### M1 wires, run 1

Supply wires on this layer in gray.
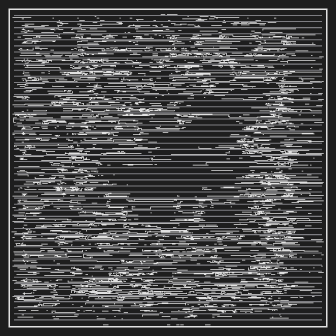
### M2 wires, run 1

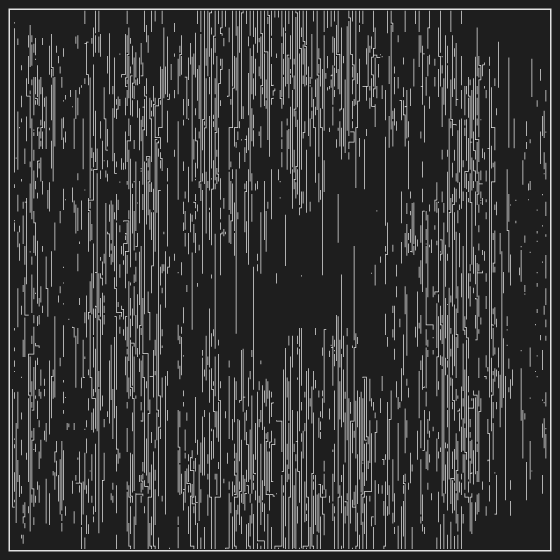
### Signal wires on met3, run 1

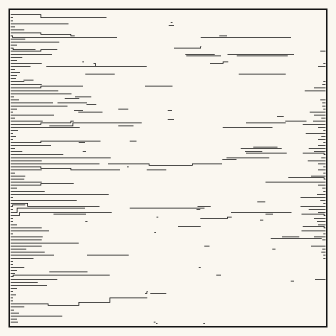
### src/rtl/mem_stage_pkg.sv
// Shared types and constants for the memory-access stage: FSM states,
// default widths and the control pattern that a MEM/WB bubble carries.
package mem_stage_pkg;

  localparam int DATA_W = 32;
  localparam int REG_W  = 5;

  typedef enum logic [1:0] {
    IDLE = 2'd0,
    REQ  = 2'd1,
    WAIT = 2'd2,
    DONE = 2'd3
  } state_t;

  typedef struct packed {
    logic reg_write;
    logic mem_to_reg;
  } wb_ctrl_t;

  localparam wb_ctrl_t BUBBLE_CTRL = '{reg_write: 1'b0, mem_to_reg: 1'b0};

endpackage

### src/rtl/mem_stage_if.sv
// Data-memory port: a valid/ready request channel and a valid-only read response.
interface mem_stage_if import mem_stage_pkg::*; #(
  parameter int DW = DATA_W
);
  logic          req_valid;
  logic          req_ready;
  logic          we;
  logic [DW-1:0] addr;
  logic [DW-1:0] wdata;
  logic          rsp_valid;
  logic [DW-1:0] rsp_rdata;

  modport master (
    output req_valid, we, addr, wdata,
    input  req_ready, rsp_valid, rsp_rdata
  );

  modport slave (
    input  req_valid, we, addr, wdata,
    output req_ready, rsp_valid, rsp_rdata
  );
endinterface

### src/rtl/mem_wb_reg.sv
// MEM/WB pipeline register. A bubble clears every field; wb_data is the
// write-back mux result, registered alongside its operands.
module mem_wb_reg import mem_stage_pkg::*; #(
  parameter int DW = DATA_W,
  parameter int RW = REG_W
) (
  input  logic          clk,
  input  logic          rst,
  input  logic          bubble,
  input  wb_ctrl_t      ctrl_d,
  input  logic [RW-1:0] reg_addr_d,
  input  logic [DW-1:0] alu_result_d,
  input  logic [DW-1:0] mem_data_d,
  output logic          wb_reg_write,
  output logic          wb_mem_to_reg,
  output logic [RW-1:0] wb_reg_addr,
  output logic [DW-1:0] wb_alu_result,
  output logic [DW-1:0] wb_mem_data,
  output logic [DW-1:0] wb_data
);

  always_ff @(posedge clk or posedge rst) begin
    if (rst) begin
      wb_reg_write  <= 1'b0;
      wb_mem_to_reg <= 1'b0;
      wb_reg_addr   <= '0;
      wb_alu_result <= '0;
      wb_mem_data   <= '0;
      wb_data       <= '0;
    end else if (bubble) begin
      wb_reg_write  <= BUBBLE_CTRL.reg_write;
      wb_mem_to_reg <= BUBBLE_CTRL.mem_to_reg;
      wb_reg_addr   <= '0;
      wb_alu_result <= '0;
      wb_mem_data   <= '0;
      wb_data       <= '0;
    end else begin
      wb_reg_write  <= ctrl_d.reg_write;
      wb_mem_to_reg <= ctrl_d.mem_to_reg;
      wb_reg_addr   <= reg_addr_d;
      wb_alu_result <= alu_result_d;
      wb_mem_data   <= mem_data_d;
      wb_data       <= ctrl_d.mem_to_reg ? mem_data_d : alu_result_d;
    end
  end

endmodule

### src/rtl/mem_access_stage.sv
// Memory-access pipeline stage: runs one load/store at a time over the data
// port, stalls upstream while it is in flight and feeds the MEM/WB register.
module mem_access_stage import mem_stage_pkg::*; #(
  parameter int DW = DATA_W,
  parameter int RW = REG_W
) (
  input  logic          clk,
  input  logic          rst,
  input  logic [DW-1:0] alu_result_in,
  input  logic [DW-1:0] rt_in,
  input  logic          reg_dst_in,
  input  logic [RW-1:0] reg_addr_i_in,
  input  logic [RW-1:0] reg_addr_r_in,
  input  logic          mem_read_in,
  input  logic          mem_write_in,
  input  logic          reg_write_in,
  input  logic          mem_to_reg_in,
  output logic          stall_out,
  mem_stage_if.master   dmem,
  output logic          wb_reg_write,
  output logic          wb_mem_to_reg,
  output logic [RW-1:0] wb_reg_addr,
  output logic [DW-1:0] wb_alu_result,
  output logic [DW-1:0] wb_mem_data,
  output logic [DW-1:0] wb_data,
  output logic          align_err
);

  state_t        state_q, state_d;
  logic [DW-1:0] addr_q, wdata_q, rdata_q;
  logic          we_q;
  wb_ctrl_t      ctrl_q;
  logic [RW-1:0] reg_addr_q;

  logic          mem_op, aligned, start, misalign;
  logic [RW-1:0] reg_addr_sel;
  logic          wb_bubble;
  wb_ctrl_t      wb_ctrl_d;
  logic [RW-1:0] wb_reg_addr_d;
  logic [DW-1:0] wb_alu_d, wb_mem_d;

  assign mem_op       = mem_read_in | mem_write_in;
  assign aligned      = (alu_result_in[1:0] == 2'b00);
  assign start        = (state_q == IDLE) && mem_op && aligned;
  assign misalign     = (state_q == IDLE) && mem_op && !aligned;
  assign reg_addr_sel = reg_dst_in ? reg_addr_r_in : reg_addr_i_in;

  // Valid is decoded from the state register so an async reset drops it at once.
  assign dmem.req_valid = (state_q == REQ);
  assign dmem.we        = we_q;
  assign dmem.addr      = addr_q;
  assign dmem.wdata     = wdata_q;

  // NOTE: sequential state uses non-blocking assignments so every flop samples pre-edge values.
  always_ff @(posedge clk or posedge rst) begin
    if (rst) state_q <= IDLE;
    else     state_q <= state_d;
  end

  always_ff @(posedge clk or posedge rst) begin
    if (rst) begin
      addr_q     <= '0;
      wdata_q    <= '0;
      rdata_q    <= '0;
      we_q       <= 1'b0;
      ctrl_q     <= BUBBLE_CTRL;
      reg_addr_q <= '0;
      align_err  <= 1'b0;
    end else begin
      align_err <= misalign;
      if (start) begin
        addr_q     <= alu_result_in;
        wdata_q    <= rt_in;
        we_q       <= mem_write_in & ~mem_read_in;
        ctrl_q     <= '{reg_write: reg_write_in, mem_to_reg: mem_to_reg_in};
        reg_addr_q <= reg_addr_sel;
        rdata_q    <= '0;
      end else if (state_q == WAIT && dmem.rsp_valid) begin
        rdata_q <= dmem.rsp_rdata;
      end
    end
  end

  // NOTE: every output of this block gets a default first so no latch is inferred.
  always_comb begin
    state_d       = state_q;
    stall_out     = 1'b0;
    wb_bubble     = 1'b0;
    wb_ctrl_d     = '{reg_write: reg_write_in, mem_to_reg: mem_to_reg_in};
    wb_reg_addr_d = reg_addr_sel;
    wb_alu_d      = alu_result_in;
    wb_mem_d      = '0;
    unique case (state_q)
      IDLE: begin
        if (start) begin
          stall_out = 1'b1;
          state_d   = REQ;
        end
        if (misalign) wb_bubble = 1'b1;
      end
      REQ: begin
        stall_out = 1'b1;
        if (dmem.req_ready) state_d = we_q ? DONE : WAIT;
      end
      WAIT: begin
        stall_out = 1'b1;
        if (dmem.rsp_valid) state_d = DONE;
      end
      DONE: begin
        state_d       = IDLE;
        wb_ctrl_d     = ctrl_q;
        wb_reg_addr_d = reg_addr_q;
        wb_alu_d      = addr_q;
        wb_mem_d      = rdata_q;
      end
      default: state_d = IDLE;
    endcase
    if (stall_out) wb_bubble = 1'b1;
  end

  mem_wb_reg #(.DW(DW), .RW(RW)) u_mem_wb (
    .clk          (clk),
    .rst          (rst),
    .bubble       (wb_bubble),
    .ctrl_d       (wb_ctrl_d),
    .reg_addr_d   (wb_reg_addr_d),
    .alu_result_d (wb_alu_d),
    .mem_data_d   (wb_mem_d),
    .wb_reg_write (wb_reg_write),
    .wb_mem_to_reg(wb_mem_to_reg),
    .wb_reg_addr  (wb_reg_addr),
    .wb_alu_result(wb_alu_result),
    .wb_mem_data  (wb_mem_data),
    .wb_data      (wb_data)
  );

endmodule

### src/flat_wrapper.sv
// flat-port wrapper written by rule: the top's interface ports become plain ports
module mem_access_stage_flat import mem_stage_pkg::*;
#(
  parameter int DW = DATA_W,
  parameter int RW = REG_W
)
  (clk, rst, alu_result_in, rt_in, reg_dst_in, reg_addr_i_in, reg_addr_r_in, mem_read_in, mem_write_in, reg_write_in, mem_to_reg_in, stall_out, wb_reg_write, wb_mem_to_reg, wb_reg_addr, wb_alu_result, wb_mem_data, wb_data, align_err, dmem_req_valid, dmem_we, dmem_addr, dmem_wdata, dmem_req_ready, dmem_rsp_valid, dmem_rsp_rdata);
  mem_stage_if #(.DW(DW)) dmem_i ();
  input  logic clk;
  input  logic rst;
  input  logic [DW-1:0] alu_result_in;
  input  logic [DW-1:0] rt_in;
  input  logic reg_dst_in;
  input  logic [RW-1:0] reg_addr_i_in;
  input  logic [RW-1:0] reg_addr_r_in;
  input  logic mem_read_in;
  input  logic mem_write_in;
  input  logic reg_write_in;
  input  logic mem_to_reg_in;
  output logic stall_out;
  output logic wb_reg_write;
  output logic wb_mem_to_reg;
  output logic [RW-1:0] wb_reg_addr;
  output logic [DW-1:0] wb_alu_result;
  output logic [DW-1:0] wb_mem_data;
  output logic [DW-1:0] wb_data;
  output logic align_err;
  output wire logic [$bits(dmem_i.req_valid)-1:0] dmem_req_valid;
  output wire logic [$bits(dmem_i.we)-1:0] dmem_we;
  output wire logic [$bits(dmem_i.addr)-1:0] dmem_addr;
  output wire logic [$bits(dmem_i.wdata)-1:0] dmem_wdata;
  input wire logic [$bits(dmem_i.req_ready)-1:0] dmem_req_ready;
  input wire logic [$bits(dmem_i.rsp_valid)-1:0] dmem_rsp_valid;
  input wire logic [$bits(dmem_i.rsp_rdata)-1:0] dmem_rsp_rdata;
  assign dmem_req_valid = dmem_i.req_valid;
  assign dmem_we = dmem_i.we;
  assign dmem_addr = dmem_i.addr;
  assign dmem_wdata = dmem_i.wdata;
  assign dmem_i.req_ready = dmem_req_ready;
  assign dmem_i.rsp_valid = dmem_rsp_valid;
  assign dmem_i.rsp_rdata = dmem_rsp_rdata;
  mem_access_stage #(.DW(DW), .RW(RW)) u_core (.clk(clk), .rst(rst), .alu_result_in(alu_result_in), .rt_in(rt_in), .reg_dst_in(reg_dst_in), .reg_addr_i_in(reg_addr_i_in), .reg_addr_r_in(reg_addr_r_in), .mem_read_in(mem_read_in), .mem_write_in(mem_write_in), .reg_write_in(reg_write_in), .mem_to_reg_in(mem_to_reg_in), .stall_out(stall_out), .dmem(dmem_i), .wb_reg_write(wb_reg_write), .wb_mem_to_reg(wb_mem_to_reg), .wb_reg_addr(wb_reg_addr), .wb_alu_result(wb_alu_result), .wb_mem_data(wb_mem_data), .wb_data(wb_data), .align_err(align_err));
endmodule
### config.mk
export PLATFORM = sky130hd
export DESIGN_NAME = mem_access_stage_flat
export DESIGN_NICKNAME = d
export VERILOG_FILES = /design/src/rtl/mem_stage_pkg.sv /design/src/rtl/mem_stage_if.sv /design/src/rtl/mem_wb_reg.sv /design/src/rtl/mem_access_stage.sv /design/src/flat_wrapper.sv
export SDC_FILE = /design/constraint.sdc
export NUM_CORES = 1
export LEC_CHECK = 0
export CAP_MARGIN = 10
export CORE_MARGIN = 1.5
export CORE_UTILIZATION = 45
export CTS_BUF_LIST = sky130_fd_sc_hd__clkbuf_16
export DETAILED_ROUTE_END_ITERATION = 8
export PLACE_DENSITY_LB_ADDON = 0.2
export RECOVER_POWER = 100
export REMOVE_ABC_BUFFERS = 1
export SYNTH_ARGS = -nofsm -noshare
export SYNTH_HDL_FRONTEND = slang
export SYNTH_SLANG_ARGS = --single-unit
### constraint.sdc
create_clock -name clk -period 10.6 [get_ports clk]
set_input_delay 3.18 -clock clk [delete_from_list [all_inputs] [get_ports clk]]
set_output_delay 3.18 -clock clk [all_outputs]
set_load 0.01 [all_outputs]
==> flow_metrics.py, run 1 <==
# Auto-generated metrics
metrics = {
    "setup_path": {
        "timing.critical_path.cells": "dlygate4sd3_1 > nor3b_1 > and2b_4 > nor2_1 > nor2_1 > dlygate4sd3_1",
        "cp_num_buf_inv": 2,
        "regToRegEndpoint": "u_core.u_mem_wb.wb_data[22]$_DFF_PP0_",
        "crit_path_start_kind": "primary input",
        "crit_reg_reg_startpoint": "u_core.state_q[0]$_DFFE_PP0P_",
        "cpLargestDelayFamily": "simple AND/OR/NAND/NOR gates",
        "critPathCaptureType": "output port",
        "timing.reg2reg.setup_slack_ns": 4.88,
    },
    "clocking": {
        "ctsResizeCount": 0,
        "clk_pin_slew_ns": 0.06,
        "cts-buffers-inserted": 23,
        "numClockSinks": 210,
    },
    "timing": {
        "worst_pin_slew_ns": 5.056,
        "timing.clock.skew_ns": 0.007399,
        "layout_min_cycle_time_ns": 9.038,
        "final_max_slew_viol_count": 408,
    },
    "power": {
        "p_comb_mw": 1.46,
        "peakVddDrop_mv": 0.1660,
        "power.switching_mw": 1.292,
        "sequentialPower_mw": 1.31,
    },
    "drt": {
        "met1_wire_length_um": 9737,
        "top_signal_layer_used": "met4",
        "routed-wl-met3_um": 2431,
    },
    "flow_run": {
        "cap_viol_max_count": 7,
    },
    "layout": {
        "layout_top_cells": "nand2_1, dfrtp_1, dlygate4sd3_1, clkdlybuf4s50_1, nor2_1",
        "final_net_count": 1227,
        "clock_buffer_count": 23,
        "fill_cells": 1508,
    },
    "yosys": {
        "synth.mux.area_fraction": 0.04983,
        "netlist.top_cell.by_area": "dfrtp_1",
        "synth_area_per_cell_um2": 10.02,
        "postSynth.topFlopCell": "dfrtp_1",
        "asyncSetResetFlopFracSynth": 1.000,
        "mappedNetlistArea_mm2": 0.008588,
        "synth-seq-cells": 210,
    },
    "run_status": {
        "run_status": "finished, violations left",
        "failing_checks": "capacitance limit, slew limit",
    },
    "placed_design": {
        "routabilityCongestion": 0.7485,
        "post_dp_cell_area_mm2": 0.01155,
        "dp.final_hpwl_um": 14820,
    },
    "worst_hold_path": {
        "whs_path_depth": 2,
    },
    "floorplanning": {
        "floorplan.tapcells": 234,
    },
    "global_routing": {
        "grt_first_pass_wirelength_um": 39370,
    },
}
About 'M1 wires':
wire length on this layer: 9740 µm
longest straight run: 38.2 µm
share of all routed wire: 39%
met1 Track Usage GR: 0.3108
via count: 7179
Routed WL: 24660 µm

About 'M2 wires':
nets with wire on the layer: 983
share of all routed wire: 48%
wire length on this layer: 11900 µm
main direction: vertical
longest straight run: 85.7 µm

About 'Signal wires on met3':
main direction: horizontal
share of all routed wire: 9.9%
nets with wire on the layer: 194
longest straight run: 46.5 µm
wire length on this layer: 2430 µm

## Run 2: what changed since run 1
--- a/config.mk
+++ b/config.mk
@@ -13,6 +13,7 @@
 export PLACE_DENSITY_LB_ADDON = 0.2
 export RECOVER_POWER = 100
 export REMOVE_ABC_BUFFERS = 1
+export SETUP_SLACK_MARGIN = 0.05
 export SYNTH_ARGS = -nofsm -noshare
 export SYNTH_HDL_FRONTEND = slang
 export SYNTH_SLANG_ARGS = --single-unit
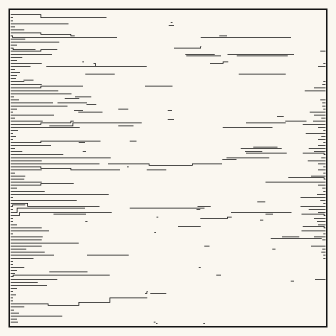
*Signal wires on met3, run 2*
global-route met3 utilization: 0.08730

==> run 2 against run 1 <==
  * The run still ends with capacitance limit, slew limit left
  * Critical path depth stayed put
  * Synthesized cell count stayed put
  * Largest cell class unchanged
  * Cell area stayed put
  * Synthesized area stayed put
  * Utilization stayed put
  * Clock power hardly changed
  * Via count stayed put
  * Critical endpoint unchanged
==> flow_metrics.py, run 2 <==
# Auto-generated metrics
metrics = {
    "timing": {
        "layout_min_cycle_time_ns": 9.038,
        "final_max_slew_viol_count": 408,
        "worst_pin_slew_ns": 5.056,
        "timing.clock.skew_ns": 0.007399,
    },
    "flow_run": {
        "cap_viol_max_count": 7,
    },
    "run_status": {
        "run_status": "finished, violations left",
        "failing_checks": "capacitance limit, slew limit",
    },
    "layout": {
        "fill_cells": 1508,
        "clock_buffer_count": 23,
    },
    "setup_path": {
        "critPathCaptureType": "output port",
        "timing.reg2reg.setup_slack_ns": 4.88,
        "crit_reg_reg_startpoint": "u_core.state_q[0]$_DFFE_PP0P_",
        "regToRegEndpoint": "u_core.u_mem_wb.wb_data[22]$_DFF_PP0_",
    },
    "power": {
        "sequentialPower_mw": 1.31,
        "p_comb_mw": 1.46,
    },
    "worst_hold_path": {
        "whs_path_depth": 2,
    },
    "drt": {
        "routed-wl-met3_um": 2431,
        "met1_wire_length_um": 9737,
    },
    "yosys": {
        "asyncSetResetFlopFracSynth": 1.000,
    },
    "clocking": {
        "cts-buffers-inserted": 23,
    },
    "global_routing": {
        "grt_first_pass_wirelength_um": 39370,
    },
}
### Metal 4, run 2

The bar under the picture is 50 µm long. Supply wires on this layer in gray.
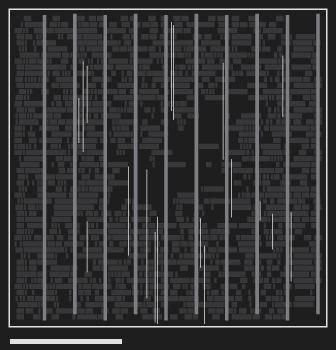

## Run 3: what changed since run 2
--- a/config.mk
+++ b/config.mk
@@ -6,6 +6,7 @@
 export NUM_CORES = 1
 export LEC_CHECK = 0
 export CAP_MARGIN = 10
+export CORE_ASPECT_RATIO = 0.9
 export CORE_MARGIN = 1.5
 export CORE_UTILIZATION = 45
 export CTS_BUF_LIST = sky130_fd_sc_hd__clkbuf_16
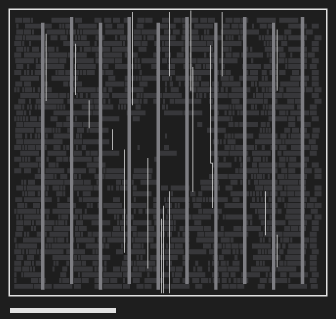
*Metal 4, run 3*
The bar under the picture is 50 µm long. Supply wires on this layer in gray.
nets with wire on the layer: 12
wire length on this layer: 641 µm
share of all routed wire: 2.6%

==> run 3 against run 2 <==
  * The flow still finishes with violations (capacitance limit, slew limit)
  * Utilization rose by 0.45 points
  * Routed wire length fell by 1.3%
  * Die area barely moved
  * Critical endpoint unchanged
  * Global-route usage fell by 0.76 points
  * Critical path depth did not move
  * Clock-buffer cell count did not move
  * Sequential share of layout area rose by 0.12 points
  * Largest power group unchanged
==> flow_metrics.py, run 3 <==
# Auto-generated metrics
metrics = {
    "setup_path": {
        "timing.critical_path.slowest_cell_delay_ns": 0.64,
        "cp_num_buf_inv": 2,
        "critPathCaptureType": "output port",
        "timing.reg2reg.setup_slack_ns": 4.91,
        "timing.critical_path.cells": "dlygate4sd3_1 > nor3b_1 > and2b_4 > nor2_1 > nor2_1 > dlygate4sd3_1",
        "cpLargestDelayFamily": "simple AND/OR/NAND/NOR gates",
    },
    "clocking": {
        "cts-buffers-inserted": 23,
        "clk_pin_slew_ns": 0.06,
        "ctsResizeCount": 0,
    },
    "run_status": {
        "run_status": "finished, violations left",
        "failing_checks": "capacitance limit, slew limit",
    },
    "flow_run": {
        "warning_count": 30,
        "cap_viol_max_count": 7,
    },
    "yosys": {
        "synth_area_per_cell_um2": 10.02,
        "netlist.top_cell.by_area": "dfrtp_1",
        "postSynth.topFlopCell": "dfrtp_1",
        "synthDominantCellAreaShare": 0.6119,
        "synth.mux.area_fraction": 0.04983,
        "mappedNetlistArea_mm2": 0.008588,
        "count_of_different_cell_masters_after_synthesis": 28,
        "asyncSetResetFlopFracSynth": 1.000,
        "synth-seq-cells": 210,
    },
    "drt": {
        "drt_wl_total_um": 24330,
        "post-route-drc-count": 0,
        "met1_wire_length_um": 9940,
        "top_signal_layer_used": "met4",
        "routed-wl-met3_um": 2625,
    },
    "layout": {
        "clock_buffer_count": 23,
        "layout_top_cell_excl_fill_tap": "nand2_1",
        "fill_cells": 1488,
        "final_net_count": 1228,
    },
    "worst_hold_path": {
        "whs_path_depth": 2,
        "hold-path-endpoint": "u_core.dmem.wdata[4]$_DFFE_PP0P_",
    },
    "power": {
        "p_comb_mw": 1.44,
        "sequentialPower_mw": 1.30,
        "peakVddDrop_mv": 0.1617,
    },
    "placed_design": {
        "dp.final_hpwl_um": 15110,
        "post_dp_cell_area_mm2": 0.01156,
        "routabilityCongestion": 0.7897,
    },
    "timing": {
        "final_max_slew_viol_count": 425,
        "worst_pin_slew_ns": 5.285,
        "timing.clock.skew_ns": 0.009743,
        "layout_min_cycle_time_ns": 9.040,
    },
    "global_routing": {
        "gr-usage-met3": 0.08265,
        "gr-usage-all-layers": 0.2425,
        "grt_first_pass_wirelength_um": 37910,
        "gr-usage-met1": 0.3165,
    },
    "floorplanning": {
        "chipHeight_um": 134.1,
        "floorplan.tapcells": 245,
    },
}
Power is estimated from default activity; no workload was simulated.
